`src/rtl/new_arbitro.sv`:
```
// new_arbitro: sends a 32-bit word MSB-byte-first as four UART frames whenever a send is pending or the word changes while idle.
// Define NEW_ARBITRO_PARITY_EN for 8E1 frames (even parity bit after data bit 7); default build is 8N1.
module new_arbitro #(
    parameter int CLKS_PER_BIT = 434
) (
    input  logic        clk,
    input  logic        reset,
    input  logic [31:0] in,
    output logic        tx,
    output logic        tx_Done
);

    localparam int CW = $clog2(CLKS_PER_BIT);

    typedef enum logic [2:0] {
        IDLE,
        LOAD,
        START,
        DATA,
`ifdef NEW_ARBITRO_PARITY_EN
        PARITY,
`endif
        STOP,
        DONE
    } state_t;

    state_t        state, state_n;
    logic [CW-1:0] clk_cnt, clk_cnt_n;
    logic [2:0]    bit_idx, bit_n;
    logic [1:0]    byte_idx, byte_n;
    logic [31:0]   shadow, shadow_n;
    logic [31:0]   last_sent, last_n;
    logic          pending, pending_n;
    logic          tx_r, tx_n;
    logic          bit_end;
    logic [31:0]   sh_word;
    logic [7:0]    byte_sel;

    assign bit_end = (clk_cnt == CW'(CLKS_PER_BIT - 1));
    assign tx      = tx_r;
    assign tx_Done = (state == DONE);

    always_comb begin
        state_n   = state;
        clk_cnt_n = clk_cnt;
        bit_n     = bit_idx;
        byte_n    = byte_idx;
        shadow_n  = shadow;
        last_n    = last_sent;
        pending_n = pending;
        tx_n      = 1'b1;
        sh_word   = 32'd0;
        byte_sel  = 8'd0;

        case (state)
            IDLE: begin
                // An X/Z word makes this condition unknown, which does not trigger a send.
                if (pending || (in != last_sent)) state_n = LOAD;
            end
            LOAD: begin
                shadow_n  = in;
                last_n    = in;
                pending_n = 1'b0;
                byte_n    = 2'd0;
                bit_n     = 3'd0;
                clk_cnt_n = '0;
                state_n   = START;
            end
            START: begin
                if (bit_end) begin
                    clk_cnt_n = '0;
                    state_n   = DATA;
                end else begin
                    clk_cnt_n = clk_cnt + CW'(1);
                end
            end
            DATA: begin
                if (bit_end) begin
                    clk_cnt_n = '0;
                    bit_n     = bit_idx + 3'd1;
                    if (bit_idx == 3'd7) begin
`ifdef NEW_ARBITRO_PARITY_EN
                        state_n = PARITY;
`else
                        state_n = STOP;
`endif
                    end
                end else begin
                    clk_cnt_n = clk_cnt + CW'(1);
                end
            end
`ifdef NEW_ARBITRO_PARITY_EN
            PARITY: begin
                if (bit_end) begin
                    clk_cnt_n = '0;
                    state_n   = STOP;
                end else begin
                    clk_cnt_n = clk_cnt + CW'(1);
                end
            end
`endif
            STOP: begin
                // The next-byte decision happens here so frames follow back to back.
                if (bit_end) begin
                    clk_cnt_n = '0;
                    if (byte_idx != 2'd3) begin
                        byte_n  = byte_idx + 2'd1;
                        state_n = START;
                    end else begin
                        state_n = DONE;
                    end
                end else begin
                    clk_cnt_n = clk_cnt + CW'(1);
                end
            end
            DONE:    state_n = IDLE;
            default: state_n = IDLE;
        endcase

        // tx is registered from the upcoming state, so the line moves on the same edge as the state.
        sh_word  = shadow_n >> {~byte_n, 3'b000};
        byte_sel = sh_word[7:0];
        case (state_n)
            START:   tx_n = 1'b0;
            DATA:    tx_n = byte_sel[bit_n];
`ifdef NEW_ARBITRO_PARITY_EN
            PARITY:  tx_n = ^byte_sel;
`endif
            default: tx_n = 1'b1;
        endcase
    end

    always_ff @(posedge clk) begin
        if (!reset) begin
            state     <= IDLE;
            clk_cnt   <= '0;
            bit_idx   <= 3'd0;
            byte_idx  <= 2'd0;
            shadow    <= 32'd0;
            last_sent <= 32'd0;
            pending   <= 1'b1;
            tx_r      <= 1'b1;
        end else begin
            state     <= state_n;
            clk_cnt   <= clk_cnt_n;
            bit_idx   <= bit_n;
            byte_idx  <= byte_n;
            shadow    <= shadow_n;
            last_sent <= last_n;
            pending   <= pending_n;
            tx_r      <= tx_n;
        end
    end

endmodule

```
`config.mk`:
```
export PLATFORM = sky130hd
export DESIGN_NAME = new_arbitro
export DESIGN_NICKNAME = d
export VERILOG_FILES = /design/src/rtl/new_arbitro.sv
export SDC_FILE = /design/constraint.sdc
export NUM_CORES = 1
export LEC_CHECK = 0
export CAP_MARGIN = 20
export CORE_ASPECT_RATIO = 1.4
export CORE_MARGIN = 8
export CORE_UTILIZATION = 40
export DETAILED_ROUTE_END_ITERATION = 8
export MAX_ROUTING_LAYER = met4
export PLACE_DENSITY_LB_ADDON = 0.08
export SLEW_MARGIN = 5
export SYNTH_ARGS = -nofsm -noshare
export SYNTH_HDL_FRONTEND = slang
export SYNTH_SLANG_ARGS = --single-unit
```
`constraint.sdc`:
```
create_clock -name clk -period 4.2 [get_ports clk]
set_clock_uncertainty 0.15 [all_clocks]
set_input_delay 1.26 -clock clk [delete_from_list [all_inputs] [get_ports clk]]
set_output_delay 1.26 -clock clk [all_outputs]
set_load 0.02 [all_outputs]
```
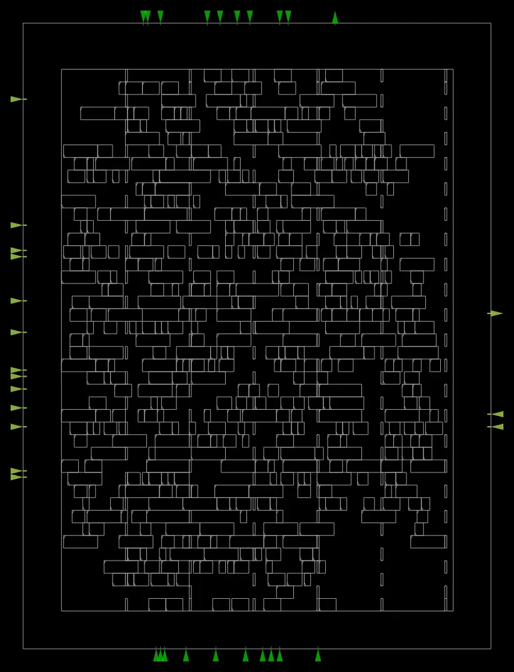
(images/placed.png)
Fillers: 1004
Tapcells: 135
Seq area share: 34.63%

==> flow_summary.json <==
{
  "nNonClkBuffers": 41,
  "seqCellArea_um2": 1662,
  "reg2reg_depth": 9,
  "synth_nets": 511,
  "track_usage_pct": 16.30,
  "hold_violations": 0,
  "hp-start": "pending",
  "use_met2_pct": 27.22,
  "power_leader": "sequential cells",
  "netlist_area_um2": 4051,
  "inverters": 6,
  "wl_met1_um": 4571,
  "yosys.area_share.xor_xnor_pct": 7.134,
  "rr_startpoint": "clk_cnt[1]",
  "crit_type": "in -> reg",
  "cts_setup_buffers": 0,
  "synthArstFlopShare_pct": 0,
  "ys_seq_share_pct": 41.01,
  "grt_max_degree": 75,
  "seq_power_share_pct": 44.7,
  "cp.depth": 8,
  "largestClassByArea": "multi-input combinational cells",
  "hpwl_um": 7460,
  "outcome": "finished, final reports clean",
  "clockRootBuffer": "clkbuf_16",
  "maxSlewViolCount": 0,
  "grt.met1_usage_pct": 18.79,
  "sh_comb_area_pct": 46.75,
  "final_area_um2": 4798,
  "drt-total-wl_um": 10210,
  "fp_util_pct": 40.93,
  "fin_total_pwr_mw": 1.995,
  "yosysWarnings": 0,
  "finalSetupTns_ps": 0,
  "power_clock_uw": 819,
  "ant_nets": 0,
  "comb_cells": 355,
  "synth-edff-count": 0,
  "hold_class": "reg -> reg",
  "clkLatencyLatePin_ps": 340,
  "cp_num_buf_inv": 1,
  "routed.top_layer": "met4",
  "placed_area_um2": 4487,
  "lay_top_count": "nand2_1",
  "cts-buffers-inserted": 9,
  "cp.arrival_ps": 3280,
  "clock-sinks": 83,
  "r2r-end": "tx",
  "worst_slack_ps": 988.6,
  "powerSeq_uw": 892,
  "ys_sh_adder_pct": 1.235,
  "fin_crit_ps": 3211,
  "drc": 0,
  "syn-instance-count": 473,
  "grt_pass1_wl_um": 16870,
  "p_comb_share_pct": 14.2,
  "crit_path_end": "state[0]",
  "hold_end": "pending",
  "avgSynthCellArea_um2": 8.565,
  "clockNetworkAreaShare_pct": 6.493,
  "period_used_pct": 76.46,
  "grt_pass1_vias": 3291,
  "path_max_fanout": 3,
  "die-height_um": 135.1,
  "maxCapViolCount": 0,
  "drtIter0Drc": 107,
  "ioPinCount": 36,
  "cp.required_ps": 4270,
  "rows": 43,
  "yosysTopAreaCell": "dfxtp_1"
}
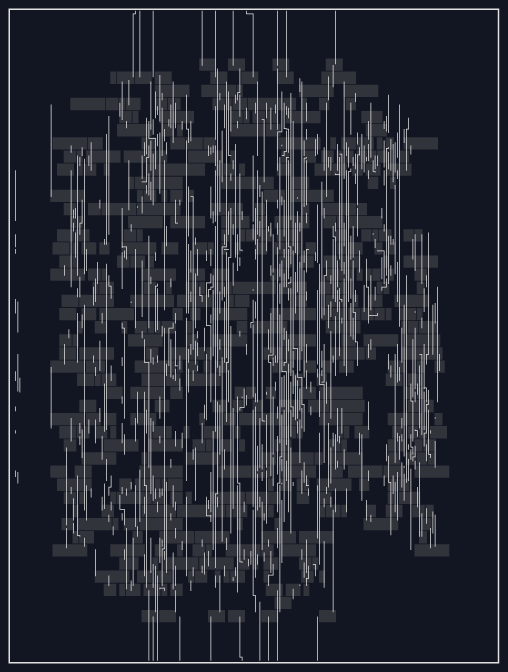
(images/m2.png)
main direction	vertical
wire length on this layer	5190 µm
longest straight run	61.9 µm
share of all routed wire	51%

